### config.mk
export PLATFORM = sky130hd
export DESIGN_NAME = cmd_sequencer
export DESIGN_NICKNAME = d
export VERILOG_FILES = /design/src/rtl/cmd_sequencer.sv
export SDC_FILE = /design/constraint.sdc
export NUM_CORES = 1
export LEC_CHECK = 0
export ABC_AREA = 1
export CAP_MARGIN = 10
export CORE_MARGIN = 8
export CORE_UTILIZATION = 26
export DETAILED_ROUTE_END_ITERATION = 10
export PLACE_DENSITY = 0.5
export SLEW_MARGIN = 25
export SYNTH_ARGS = -nofsm -noshare
export SYNTH_HDL_FRONTEND = slang
export SYNTH_SLANG_ARGS = --single-unit
### constraint.sdc
create_clock -name clk -period 2.8 [get_ports clk]
set_input_delay 0.7 -clock clk [delete_from_list [all_inputs] [get_ports clk]]
set_output_delay 0.7 -clock clk [all_outputs]
set_load 0.005 [all_outputs]
### src/rtl/cmd_sequencer.sv
// Command sequencer: accepts one UART command at a time, dispatches legal opcodes to the
// datapath under a timeout, and answers each command with an ACK or NAK byte.
module cmd_sequencer #(
   parameter int unsigned TIMEOUT_CYC = 1000000,
   parameter int unsigned TO_W        = 20,
   parameter logic [15:0] VALID_OPS   = 16'h00FF,
   parameter logic [7:0]  ACK_BYTE    = 8'hA5,
   parameter logic [7:0]  NAK_BYTE    = 8'h5A
) (
   input  logic        clk,
   input  logic        rst_n,
   input  logic        cmd_rdy,
   input  logic [15:0] cmd,
   output logic        clr_cmd_rdy,
   output logic        strt,
   output logic [3:0]  op_code,
   output logic [11:0] op_arg,
   input  logic        done,
   output logic        abort,
   output logic        trmt,
   output logic [7:0]  tx_data,
   input  logic        tx_done,
   output logic        busy,
   output logic [7:0]  err_cnt
);

   typedef enum logic [2:0] {
      IDLE      = 3'd0,
      DISPATCH  = 3'd1,
      WAIT_DONE = 3'd2,
      RESPOND   = 3'd3,
      WAIT_TX   = 3'd4
   } state_t;

   localparam logic [TO_W-1:0] TIMER_LAST = TO_W'(TIMEOUT_CYC - 1);

   state_t            state, state_next;
   logic [TO_W-1:0]   timer, timer_next;
   logic [3:0]        op_code_next;
   logic [11:0]       op_arg_next;
   logic [7:0]        tx_data_next;
   logic [7:0]        err_cnt_next;
   logic              nak;

   always_ff @(posedge clk or negedge rst_n) begin
      if (!rst_n) begin
         state   <= IDLE;
         timer   <= '0;
         op_code <= '0;
         op_arg  <= '0;
         tx_data <= '0;
         err_cnt <= '0;
      end else begin
         state   <= state_next;
         timer   <= timer_next;
         op_code <= op_code_next;
         op_arg  <= op_arg_next;
         tx_data <= tx_data_next;
         err_cnt <= err_cnt_next;
      end
   end

   always_comb begin
      state_next   = state;
      timer_next   = timer;
      op_code_next = op_code;
      op_arg_next  = op_arg;
      tx_data_next = tx_data;
      err_cnt_next = err_cnt;
      clr_cmd_rdy  = 1'b0;
      strt         = 1'b0;
      abort        = 1'b0;
      trmt         = 1'b0;
      busy         = 1'b1;
      nak          = 1'b0;

      case (state)
         IDLE: begin
            busy = 1'b0;
            if (cmd_rdy) begin
               // Gated so a pending command is not consumed while reset is held
               clr_cmd_rdy  = rst_n;
               op_code_next = cmd[15:12];
               op_arg_next  = cmd[11:0];
               state_next   = DISPATCH;
            end
         end
         DISPATCH: begin
            if (VALID_OPS[op_code]) begin
               strt       = 1'b1;
               timer_next = '0;
               state_next = WAIT_DONE;
            end else begin
               tx_data_next = NAK_BYTE;
               nak          = 1'b1;
               state_next   = RESPOND;
            end
         end
         WAIT_DONE: begin
            timer_next = timer + 1'b1;
            // A completion arriving on the final cycle still counts as success
            if (done) begin
               tx_data_next = ACK_BYTE;
               state_next   = RESPOND;
            end else if (timer == TIMER_LAST) begin
               abort        = 1'b1;
               tx_data_next = NAK_BYTE;
               nak          = 1'b1;
               state_next   = RESPOND;
            end
         end
         RESPOND: begin
            trmt       = 1'b1;
            state_next = WAIT_TX;
         end
         WAIT_TX: begin
            if (tx_done) state_next = IDLE;
         end
         default: state_next = IDLE;
      endcase

      if (nak && (err_cnt != 8'hFF)) err_cnt_next = err_cnt + 8'd1;
   end

endmodule
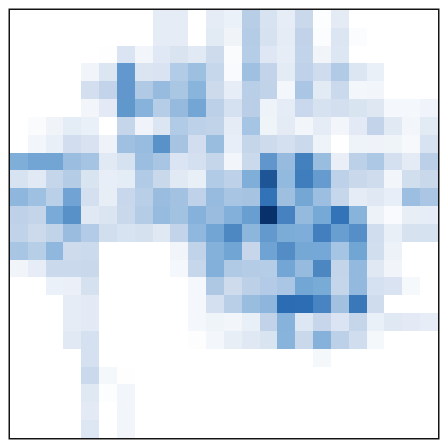
route_heat.png
The die is cut into 24 by 24 equal tiles; white is low, dark blue is high, scaled to the fullest tile. Values are wire area over tile area, all layers added.
mean over tiles: 0.076
emptiest ninth of the die: south-west
fullest tile: 0.47

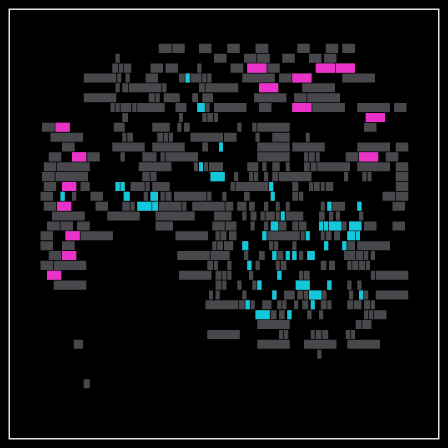
gates.png
[mux cells] magenta | cells: 15 | most used: mux2_4
[nor cells] cyan | cells: 45 | most used: nor2_1
Layout Cells excl Fill: 513
dominant logic cell type in the layout: nand2_1

==> results_dict.tcl <==
# flow metrics
set metrics [dict create \
    status "finished clean" \
    cts_buffer_depth 2 \
    slew_headroom_pct 56.55 \
    tool_warnings 26 \
    syn_area_per_cell_um2 8.511 \
    slowest_delay_ns 0.52 \
    fillers 1049 \
    drv_cap 0 \
    postSynthRegisterBits 49 \
    ys_types 35 \
    htreeDepth 2 \
    core_um2 10230 \
    ctsHoldBuffers 0 \
    use_met3_pct 2.974 \
    startpoint "timer[0]" \
    reg2reg_to "timer[18]" \
    rows 37 \
    flop_cell "dfrtp_1" \
    worst-endpoint-arrival_ns 1.97 \
    met2_usage_pct 16.08 \
    io_pins 58 \
    setup_tns_ns 0 \
    comb-power_w 0.00131 \
    cp-start-kind "flip-flop" \
    path_buffers 1 \
    hold_class "reg2reg" \
    cp_max_fo 6 \
    worstRegToRegCells 9 \
    top_area_cell "dfrtp_1" \
    synthArstFlopShare_pct 100.0 \
    worst_pin_slew_ns 0.6517 \
    wl_per_cell_um 13.25 \
    n_all_inverters 40 \
    yosys_warnings 0 \
    cp.required_ns 2.10 \
    dr_total_vias 2255 \
    cts_sinks 49 \
    crit_cells 6 \
    top_cells_by_count "nand2_1, dfrtp_1, inv_1, nand3_1, nor2_1" \
    clock_area_share_pct 3.407 \
    hold_end "op_code[0]" \
    comb_power_share_pct 44.7 \
    post-route-period-util_pct 95.29 \
    hold_violations 0 \
    max_freq_mhz 374.8 \
    drc 0 \
    num_antenna_cells 0 \
    finalPower_w 0.002927 \
    cp_common_cell "nor3_2" \
    hp-start "op_code[0]" \
    edf_count 0 \
    top_layer_used "met4" \
    yosys.area_share.adder_pct 0.9246 \
    most_common_cell "nand2_1" \
    grt_pass1_wl_um 11560 \
    dr_wl_met3_um 332 \
    final_nets 399 \
    dp_hpwl_um 5188 \
    grt_usage_pct 9.992 \
]
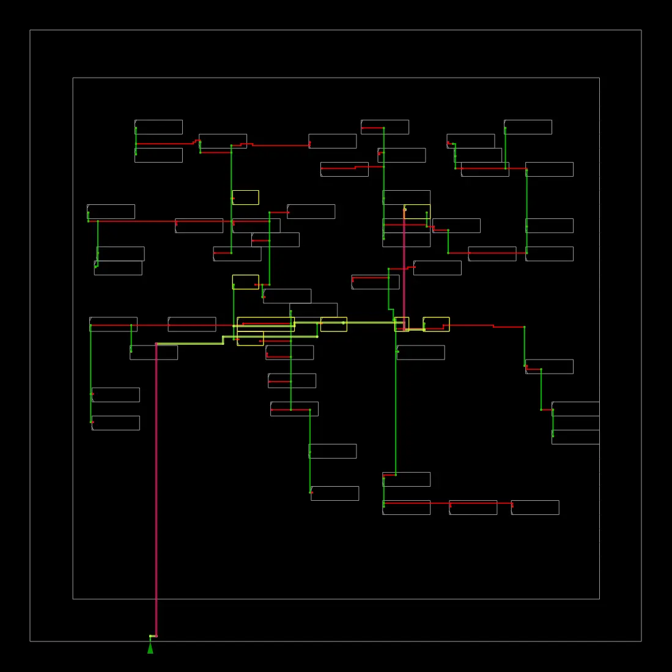
clock_nets.png
Power Clock: 0.000539 W
later-pin clock latency in the skew report: 0.31 ns
cts bufs inserted: 5
registers: 49
clkbuf count: 6

metrics by stage:
stage | cells | instance area [um2] | setup WS (ns) | hold WS, ns | utilization (%)
after global routing | 513 | 3526 | 0.007216 | 0.5370 | 34.46
after CTS | 512 | 3501 | 0.02925 | 0.5170 | 34.22
after global placement | 504 | 3381 | 0.2322 | 0.4884 | 33.04
final | 513 | 3526 | 0.1319 | 0.5117 | 34.46
after detailed placement | 504 | 3381 | 0.1865 | 0.4940 | 33.04
after floorplan | 318 | 2706 | 1.005 | 0.4044 | -
sequential cells by signal (all words and copies together) (netlist names):
register,flops
op_code,4
err_cnt,8
timer,20
op_arg,12
state,3
tx_data,2
what timing repair did:
action	CTS	global route
setup buffers	0	1
endpoints found under the setup margin	0	1
resized	0	4
Power and IR drop assume default switching activity.
